<file path="config.mk">
export PLATFORM = sky130hd
export DESIGN_NAME = uart_transmitter
export DESIGN_NICKNAME = d
export VERILOG_FILES = /design/src/rtl/uart_transmitter.sv
export SDC_FILE = /design/constraint.sdc
export NUM_CORES = 1
export LEC_CHECK = 0
export ABC_AREA = 1
export CAP_MARGIN = 20
export CELL_PAD_IN_SITES_DETAIL_PLACEMENT = 1
export CELL_PAD_IN_SITES_GLOBAL_PLACEMENT = 1
export CORE_MARGIN = 5
export CORE_UTILIZATION = 38
export CTS_CLUSTER_DIAMETER = 150
export DETAILED_ROUTE_END_ITERATION = 8
export GPL_ROUTABILITY_DRIVEN = 0
export PLACE_DENSITY_LB_ADDON = 0.05
export SYNTH_ARGS = -nofsm -noshare
export SYNTH_HDL_FRONTEND = slang
export SYNTH_SLANG_ARGS = --single-unit
</file>
<file path="constraint.sdc">
create_clock -name clk -period 1.53 [get_ports clk]
set_clock_uncertainty 0.2 [all_clocks]
set_input_delay 0.306 -clock clk [delete_from_list [all_inputs] [get_ports clk]]
set_output_delay 0.306 -clock clk [all_outputs]
set_load 0.005 [all_outputs]
</file>
<file path="src/rtl/uart_transmitter.sv">
// uart_transmitter: serial transmit half of a UART.
// Frames one byte as start(0), eight data bits LSB-first, an optional
// parity bit and one stop(1), each bit lasting CLKS_PER_BIT clocks.
// The tx line is driven straight from a flop, so no input reaches it
// combinationally.
module uart_transmitter #(
    parameter int CLKS_PER_BIT = 3,
    parameter bit PARITY_EN    = 1'b0,
    parameter bit PARITY_ODD   = 1'b0
) (
    input  logic       clk,
    input  logic       reset,
    input  logic [7:0] data,
    input  logic       transmit_data,
    output logic       tx
);

    // A one-clock-per-bit divisor still needs a 1-bit timer to stay legal.
    localparam int TIMER_W = (CLKS_PER_BIT > 1) ? $clog2(CLKS_PER_BIT) : 1;
    localparam logic [TIMER_W-1:0] TIMER_LAST = TIMER_W'(CLKS_PER_BIT - 1);

    typedef enum logic [2:0] {
        IDLE,
        START,
        DATA,
        PARITY,
        STOP
    } state_t;

    state_t             state;
    logic [TIMER_W-1:0] timer;
    logic [2:0]         bit_index;
    logic [7:0]         shift;
    logic               parity_bit;
    logic               prev_trigger;

    logic start_req;
    logic bit_done;

    // Only a low-to-high transition of the trigger asks for a frame.
    assign start_req = transmit_data & ~prev_trigger;
    // Last clock of the current bit period.
    assign bit_done  = (timer == TIMER_LAST);

    // Trigger history; it keeps tracking the pin through reset so a trigger
    // held high across reset release does not count as a new edge.
    always_ff @(posedge clk) begin
        // NOTE: sequential state is always assigned with <=, so every flop in
        // this file samples the values from before the clock edge.
        prev_trigger <= transmit_data;
    end

    // Frame sequencer: state, bit timer, data shifter and registered tx line.
    always_ff @(posedge clk) begin
        if (!reset) begin
            state      <= IDLE;
            tx         <= 1'b1;
            timer      <= '0;
            bit_index  <= '0;
            shift      <= '0;
            parity_bit <= 1'b0;
        end else begin
            case (state)
                IDLE: begin
                    tx <= 1'b1;
                    if (start_req) begin
                        // Parity is taken from the byte as captured, since the
                        // shifter no longer holds it by the time it is sent.
                        shift      <= data;
                        parity_bit <= (^data) ^ PARITY_ODD;
                        timer      <= '0;
                        bit_index  <= '0;
                        tx         <= 1'b0;
                        state      <= START;
                    end
                end

                START: begin
                    if (bit_done) begin
                        timer     <= '0;
                        bit_index <= '0;
                        tx        <= shift[0];
                        state     <= DATA;
                    end else begin
                        timer <= timer + 1'b1;
                    end
                end

                DATA: begin
                    if (bit_done) begin
                        timer     <= '0;
                        shift     <= shift >> 1;
                        bit_index <= bit_index + 1'b1;
                        if (bit_index == 3'd7) begin
                            if (PARITY_EN) begin
                                tx    <= parity_bit;
                                state <= PARITY;
                            end else begin
                                tx    <= 1'b1;
                                state <= STOP;
                            end
                        end else begin
                            // Next bit is the one about to be shifted into [0].
                            tx <= shift[1];
                        end
                    end else begin
                        timer <= timer + 1'b1;
                    end
                end

                PARITY: begin
                    if (bit_done) begin
                        timer <= '0;
                        tx    <= 1'b1;
                        state <= STOP;
                    end else begin
                        timer <= timer + 1'b1;
                    end
                end

                STOP: begin
                    if (bit_done) begin
                        timer <= '0;
                        // The edge that ends the stop bit is also the first
                        // edge at which a new frame may be accepted.
                        if (start_req) begin
                            shift      <= data;
                            parity_bit <= (^data) ^ PARITY_ODD;
                            bit_index  <= '0;
                            tx         <= 1'b0;
                            state      <= START;
                        end else begin
                            tx    <= 1'b1;
                            state <= IDLE;
                        end
                    end else begin
                        timer <= timer + 1'b1;
                    end
                end

                default: begin
                    tx    <= 1'b1;
                    timer <= '0;
                    state <= IDLE;
                end
            endcase
        end
    end

endmodule

</file>
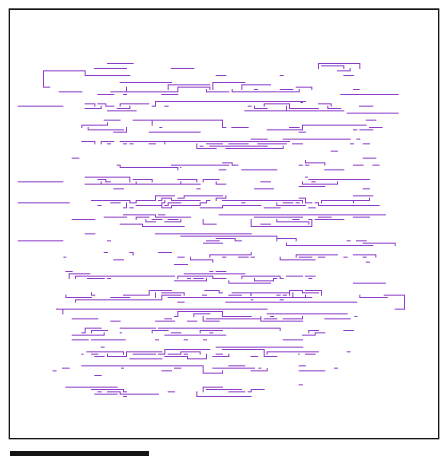
(signal wires on met1)
The bar under the picture is 20 um long.
The wires run mostly horizontal. 172 nets have wire on it. The longest straight run is 30.4 um. The layer holds 48% of the routed length. The layer carries 1290 um of wire.

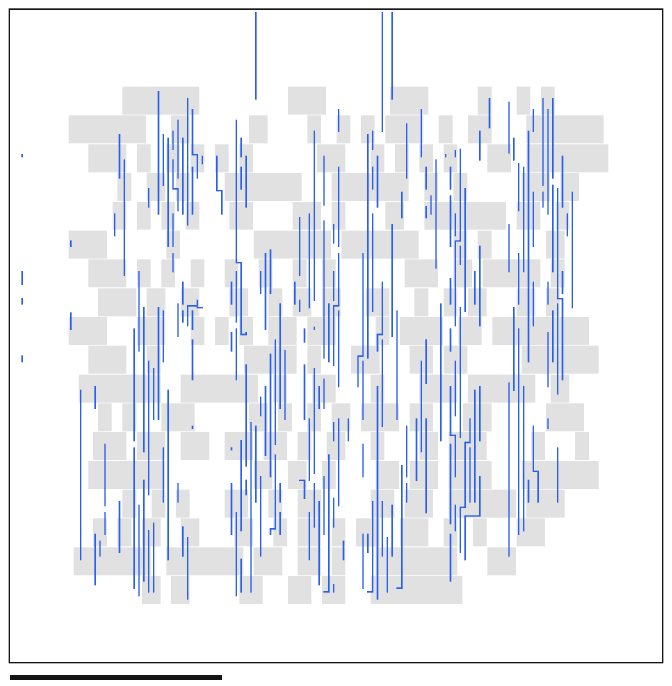
(signal wires on met2)
The bar under the picture is 20 um long. Cells faint in the background.
The layer carries 1280 um of wire. 157 nets have wire on it. The longest straight run is 21.8 um.
met2 usage: 0.257
DR vias: 1021

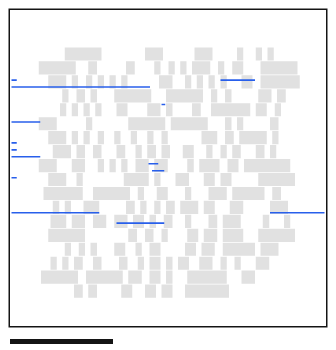
(M3 wires)
The bar under the picture is 20 um long. Cells faint in the background.
The longest straight run is 26.7 um. The layer carries 86.5 um of wire.

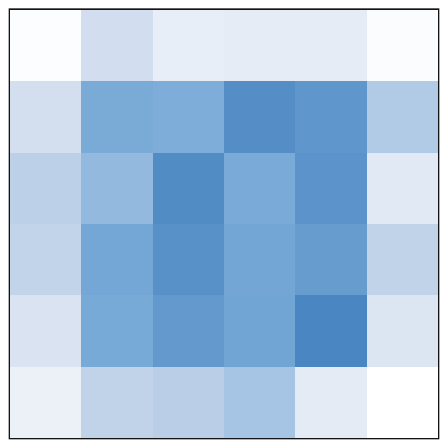
(local utilization)
The die is cut into 6 by 6 equal tiles; white is low, dark blue is high, 0 to 100% covered.
8.3% of the tiles are nearly empty. The fullest tile reaches 65%. The densest ninth of the die: center. The mean over all tiles is 34%.
Finished Core Util: 0.528
fp_density: 0.401

==> flow_summary.yaml <==
# generated from flow reports
layout:
  fin_cells: 205
  reg_top3: "shift x8, bit_index x3, state x3"
  bufAreaShareNonClock: 0.161
  multi_input_comb_cells: 115
  final.clkbuf_count: 4
  lay_top_cells: "nand2_1 (40), nor2_1 (18), buf_4 (14), dfxtp_1 (13), nand3_1 (11)"
  max_flop_register: "shift"
  drive_above_1_share: 0.326
  fillCellCount: 346
  n_all_buffers: 25
  area.growth.synth_to_final_pct: 31.6
routing:
  top_layer_used: "met4"
synth:
  yosysSeqAreaShare: 0.356
  synthAoiAreaFrac: 0.0742
  ff_type: "dfxtp_1"
  xor_share: 0
  yosysCellCount: 147
  ys.warnings.count: 0
  edf_count: 0
  synth.area.top_cells: "dfxtp_1 (36%), nand2_1 (16%), nor2_1 (8.5%)"
power_and_ir_drop:
  power.density_nw_per_um2: 2240
critical_path:
  crit_chain: "inv_1, or2_4, nand2_2, nand2_4, buf_4, o21ai_1, nor2_1"
  critical-path-top-delay-family: "simple AND/OR/NAND/NOR gates"
  worstSetupStartpointType: "flip-flop"
sta:
  finalSetupViolations: 0
  maxSlewViolCount: 0
  fmax_mhz: 678
  finalWorstSetupSlack_ns: 0.0554
outcome:
  outcome: "completed"
floorplan:
  die_h_um: 61.6
clock_tree:
  cts_hold_buf: 0
  cts_tree: "yes"
  clock-sinks: 18
placement:
  post-dp-hpwl_um: 1960
global_route:
  grt_util_met1: 0.203
  met3_usage: 0.0356
==> worst paths after layout <==
check | depth (start not counted) | endpoint | slack, ns
setup / recovery | 7 | shift[2]$_SDFFE_PN0P_ | 0.06
hold / removal | 2 | bit_index[1]$_SDFFE_PN0P_ | 0.29
setup reg to reg | 7 | shift[2]$_SDFFE_PN0P_ | 0.06
hold reg to reg | 2 | bit_index[1]$_SDFFE_PN0P_ | 0.29
==> report_power, final <==
group / leakage, nW / switching, W / internal [W] / total [W]
combinational: 0.454 / 0.00109 / 0.000752 / 0.00184
sequential: 0.150 / 0.000149 / 0.000674 / 0.000823
clock: 0.0210 / 0.000166 / 0.000145 / 0.000311
total: 0.625 / 0.00141 / 0.00157 / 0.00298
No activity file was given, so power comes from the tool's default toggle rates.
